==> run_1/metal_stack.png <==
Only two layers are drawn.
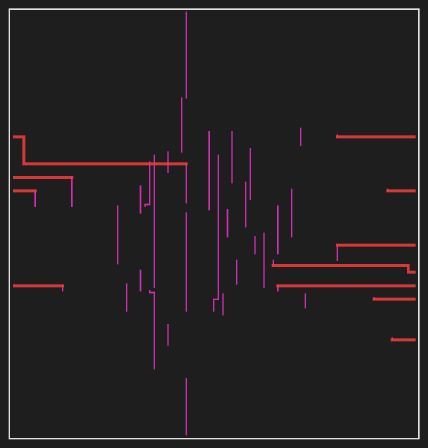
==> run_1/met1.png <==
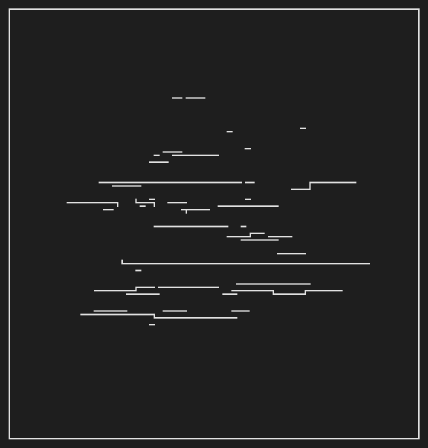
==> run_1/drive_strength.png <==
Bar = 10 um.
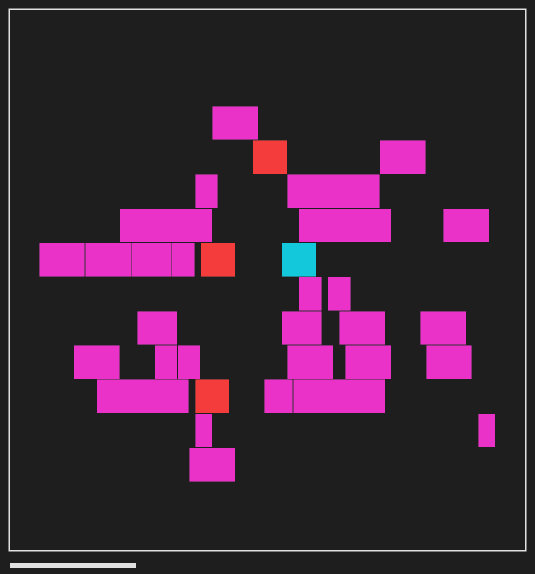
**config.mk**
```make
export PLATFORM = sky130hd
export DESIGN_NAME = bin_to_gray
export DESIGN_NICKNAME = d
export VERILOG_FILES = /design/src/rtl/bintogray_pkg.sv /design/src/rtl/gray_to_bin.sv /design/src/rtl/bin_to_gray.sv
export SDC_FILE = /design/constraint.sdc
export NUM_CORES = 1
export LEC_CHECK = 0
export CAP_MARGIN = 40
export CORE_AREA = 2 2 39 41
export DETAILED_ROUTE_END_ITERATION = 6
export DIE_AREA = 0 0 41 43
export HOLD_SLACK_MARGIN = 0.08
export MAX_ROUTING_LAYER = met4
export PLACE_DENSITY_LB_ADDON = 0.12
export SLEW_MARGIN = 10
export SYNTH_ARGS = -nofsm -noshare
export SYNTH_HDL_FRONTEND = slang
export SYNTH_HIERARCHICAL = 1
export SYNTH_SLANG_ARGS = --single-unit
```
**constraint.sdc**
```tcl
create_clock -name clk -period 1.5 [get_ports clk]
set_input_delay 0.225 -clock clk [delete_from_list [all_inputs] [get_ports clk]]
set_output_delay 0.225 -clock clk [all_outputs]
set_load 0.02 [all_outputs]
```
**src/rtl/bintogray_pkg.sv**
```systemverilog
// Shared constants and pure binary/Gray conversion functions, sized to MAX_WIDTH.
// Callers zero-extend narrower words in, then truncate the result back.
package bintogray_pkg;

    localparam int DEFAULT_WIDTH = 4;
    localparam int MAX_WIDTH     = 32;

    function automatic logic [MAX_WIDTH-1:0] bin2gray_f(input logic [MAX_WIDTH-1:0] bin);
        return bin ^ (bin >> 1);
    endfunction

    // Prefix XOR from the MSB down; leading zeros above a narrow word decode to zero.
    function automatic logic [MAX_WIDTH-1:0] gray2bin_f(input logic [MAX_WIDTH-1:0] gray);
        logic [MAX_WIDTH-1:0] bin;
        bin[MAX_WIDTH-1] = gray[MAX_WIDTH-1];
        for (int i = MAX_WIDTH - 2; i >= 0; i--) begin
            bin[i] = bin[i+1] ^ gray[i];
        end
        return bin;
    endfunction

endpackage

```
**src/rtl/gray_to_bin.sv**
```systemverilog
// Combinational WIDTH-bit Gray-to-binary decoder.
// Latency: 0 cycles (pure logic). Backpressure: none.
// Flow: stateless; output follows input every cycle.
module gray_to_bin
    import bintogray_pkg::*;
#(
    parameter int WIDTH = DEFAULT_WIDTH
) (
    input  logic [WIDTH-1:0] gray,
    output logic [WIDTH-1:0] bin
);

    logic [MAX_WIDTH-1:0] gray_ext;
    logic [MAX_WIDTH-1:0] bin_ext;

    assign gray_ext = MAX_WIDTH'(gray);
    assign bin_ext  = gray2bin_f(gray_ext);
    assign bin      = bin_ext[WIDTH-1:0];

endmodule

```
**src/rtl/bin_to_gray.sv**
```systemverilog
// Registered binary-to-Gray converter; optional round-trip check under BINTOGRAY_CHECK_EN.
// Latency: 1 cycle from accept to g/out_valid; chk_err one cycle after that.
// Backpressure: none, accepts one word per clock whenever in_valid is high.
module bin_to_gray
    import bintogray_pkg::*;
#(
    parameter int WIDTH = DEFAULT_WIDTH
) (
    input  logic             clk,
    input  logic             rst_n,
    input  logic             in_valid,
    input  logic [WIDTH-1:0] b,
    output logic             out_valid,
    output logic [WIDTH-1:0] g,
    output logic             chk_err
);

    logic [MAX_WIDTH-1:0] b_ext;
    logic [MAX_WIDTH-1:0] g_ext;
    logic [WIDTH-1:0]     g_nxt;

    assign b_ext = MAX_WIDTH'(b);
    assign g_ext = bin2gray_f(b_ext);
    assign g_nxt = g_ext[WIDTH-1:0];

    always_ff @(posedge clk) begin
        if (!rst_n) begin
            g         <= '0;
            out_valid <= 1'b0;
        end else begin
            out_valid <= in_valid;
            if (in_valid) begin
                g <= g_nxt;
            end
        end
    end

`ifdef BINTOGRAY_CHECK_EN
    logic [WIDTH-1:0] b_q;
    logic [WIDTH-1:0] g_dec;
    logic             chk_err_q;

    gray_to_bin #(.WIDTH(WIDTH)) u_dec (
        .gray (g),
        .bin  (g_dec)
    );

    // b_q shadows g exactly, so the compare is only meaningful while out_valid is high.
    always_ff @(posedge clk) begin
        if (!rst_n) begin
            b_q       <= '0;
            chk_err_q <= 1'b0;
        end else begin
            if (in_valid) begin
                b_q <= b;
            end
            chk_err_q <= out_valid && (g_dec != b_q);
        end
    end

    assign chk_err = chk_err_q;
`else
    assign chk_err = 1'b0;
`endif

endmodule

```
==> results.yml, run 1 <==
# physical design summary
status:
  status: "finished clean"
synthesis:
  synth-cells-yosys: 20
critical_path:
  critical_path_maximum_fanout: 2
  data_required_time_at_the_worst_endpoint_ps: 1270
  crit_arrival_ps: 1150
  critPathMaxStageDelay_ps: 600
  worstSetupStartpoint: "g[3]$_SDFFE_PN0P_"
  end_of_the_critical_path: "g[3]"
  cp_max_delay_cell: "sky130_fd_sc_hd__clkdlybuf4s50_1"
timing:
  hold_ws_ps: 513.0
  clk_skew_ps: 0
  rsz_0062_raised_after_global_routing: "false"
grt:
  most_used_routing_layer: "met4"
hold_path:
  hold_path_origin: "g[3]$_SDFFE_PN0P_"
  holdCritPathClass: "reg2reg"
pwr:
  internal_power_w: 0.0002828
finish:
  clock_buffer_count: 4
detailed_routing:
  avgViaCountPerCell: 3.490
clock_network:
  post-cts-setup-buffer-count: 0
place:
  placed_cells: 45
floorplanning:
  initial_core_util: 0.1465
## Picture notes: metal_stack.png
Magenta marks met2, wire length 151 um. Red marks met3, wire length 85.4 um.
wire length reported by the detailed router: 401 um
global-route usage over all layers: 0.05852
total via count in the routed design: 171
average wire per cell in the routed design: 8.184 um

## Picture notes: met1.png
The wires run mostly horizontal. The layer holds 41% of the routed length. The layer carries 165 um of wire. The longest straight run is 24.8 um.

## Picture notes: drive_strength.png
Cyan marks drive 2, cells 1. Magenta marks drive 1 or less, cells 29. Red marks drive 3 to 4, cells 3.

==> run 2, diff against run 1 <==
Clock period 1.5 ns to 1.74 ns, I/O delays scaled along.
==> results.yml, run 2 <==
# physical design summary
grt:
  most_used_routing_layer: "met4"
  grt_start_max_net_pins: 9
  track_usage: 0.06186
  met2_usage: 0.04688
place:
  postPlaceCellArea_um2: 314.1
  port_buffers: 11
  placed_cells: 45
critical_path:
  crit_arrival_ps: 1160
  worstSetupStartpoint: "g[0]$_SDFFE_PN0P_"
  cp_max_delay_cell: "sky130_fd_sc_hd__clkdlybuf4s50_1"
  startpoint_type: "flip-flop"
  path_delay_family: "buffers and inverters"
  critical_path_maximum_fanout: 2
  critPathMaxStageDelay_ps: 600
  end_of_the_critical_path: "g[0]"
  data_required_time_at_the_worst_endpoint_ps: 1480
pwr:
  power_per_cell_area_nw_per_um2: 936.6
  internal_power_w: 0.0002439
  sequentialPower_w: 0.000126
  cellLeakagePower_nw: 0.1271
timing:
  min_period_over_period: 0.8176
  final-setup-viol-count: 0
  hold_ws_ps: 512.1
  clk_skew_ps: 0
  fmax_mhz: 703.0
  rsz_0062_raised_after_global_routing: "false"
hold_path:
  holdCritPathClass: "reg2reg"
  hold_path_origin: "g[3]$_SDFFE_PN0P_"
  hold_depth: 2
status:
  status: "finished clean"
finish:
  layout.comb_gates.multi_input: 13
  inv_count: 0
synthesis:
  yosysWarningCount: 6
  synth.yosys.seq_area_share: 0.4938
  ys_top_cells_by_area: "sky130_fd_sc_hd__dfxtp_1 (49%), sky130_fd_sc_hd__xnor2_1 (13%), sky130_fd_sc_hd__a21oi_1 (7.4%)"
  post_synthesis_cell_area_um2: 202.7
  synth_async_sr_flop_share: 0
  synth-cells-yosys: 20
  synth_chip_area_um2: 202.7
job:
  max_cap_viol_count: 0
detailed_routing:
  avgViaCountPerCell: 3.388
  via_count: 166
  drt-wirelength-per-cell_um: 8.306
  routed_wirelength_um: 407
clock_network:
  tritoncts: "built"
  post-cts-setup-buffer-count: 0
floorplanning:
  initial_core_util: 0.1465
==> run_2/met1.png <==
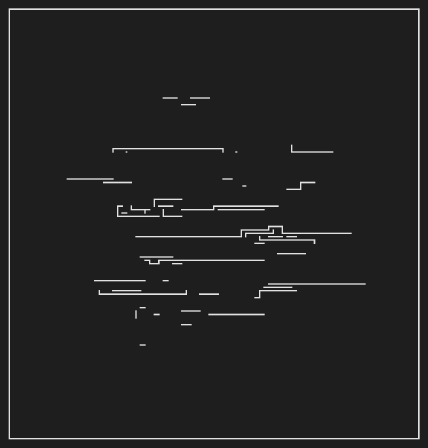
The longest straight run is 11.0 um. 27 nets have wire on it.

==> run_2/metal_stack.png <==
Only two layers are drawn.
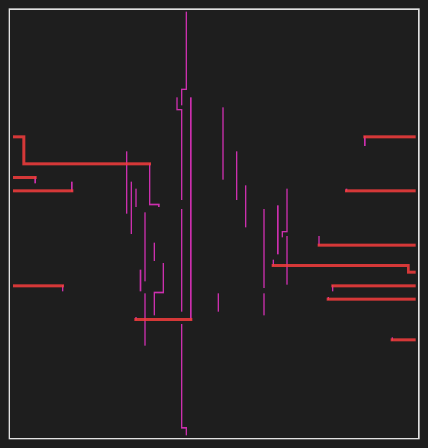
Magenta marks met2, wire length 152 um. Red marks met3, wire length 89.6 um.

==> run_2/final_clocks.png <==
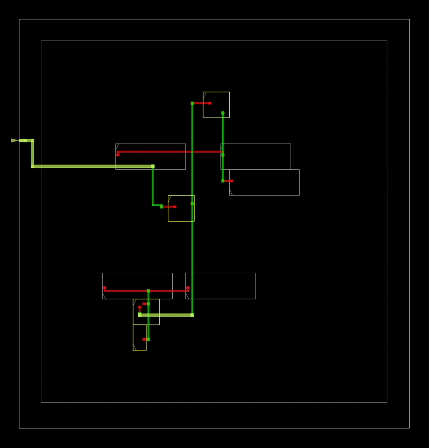
Late-Pin Clk Latency: 240 ps
number of clock-tree buffers in the layout: 4
total clock buffers created by CTS: 3
Seq Cell Count: 5
Clock group: 0.000132 W

Power and IR drop assume default switching activity.
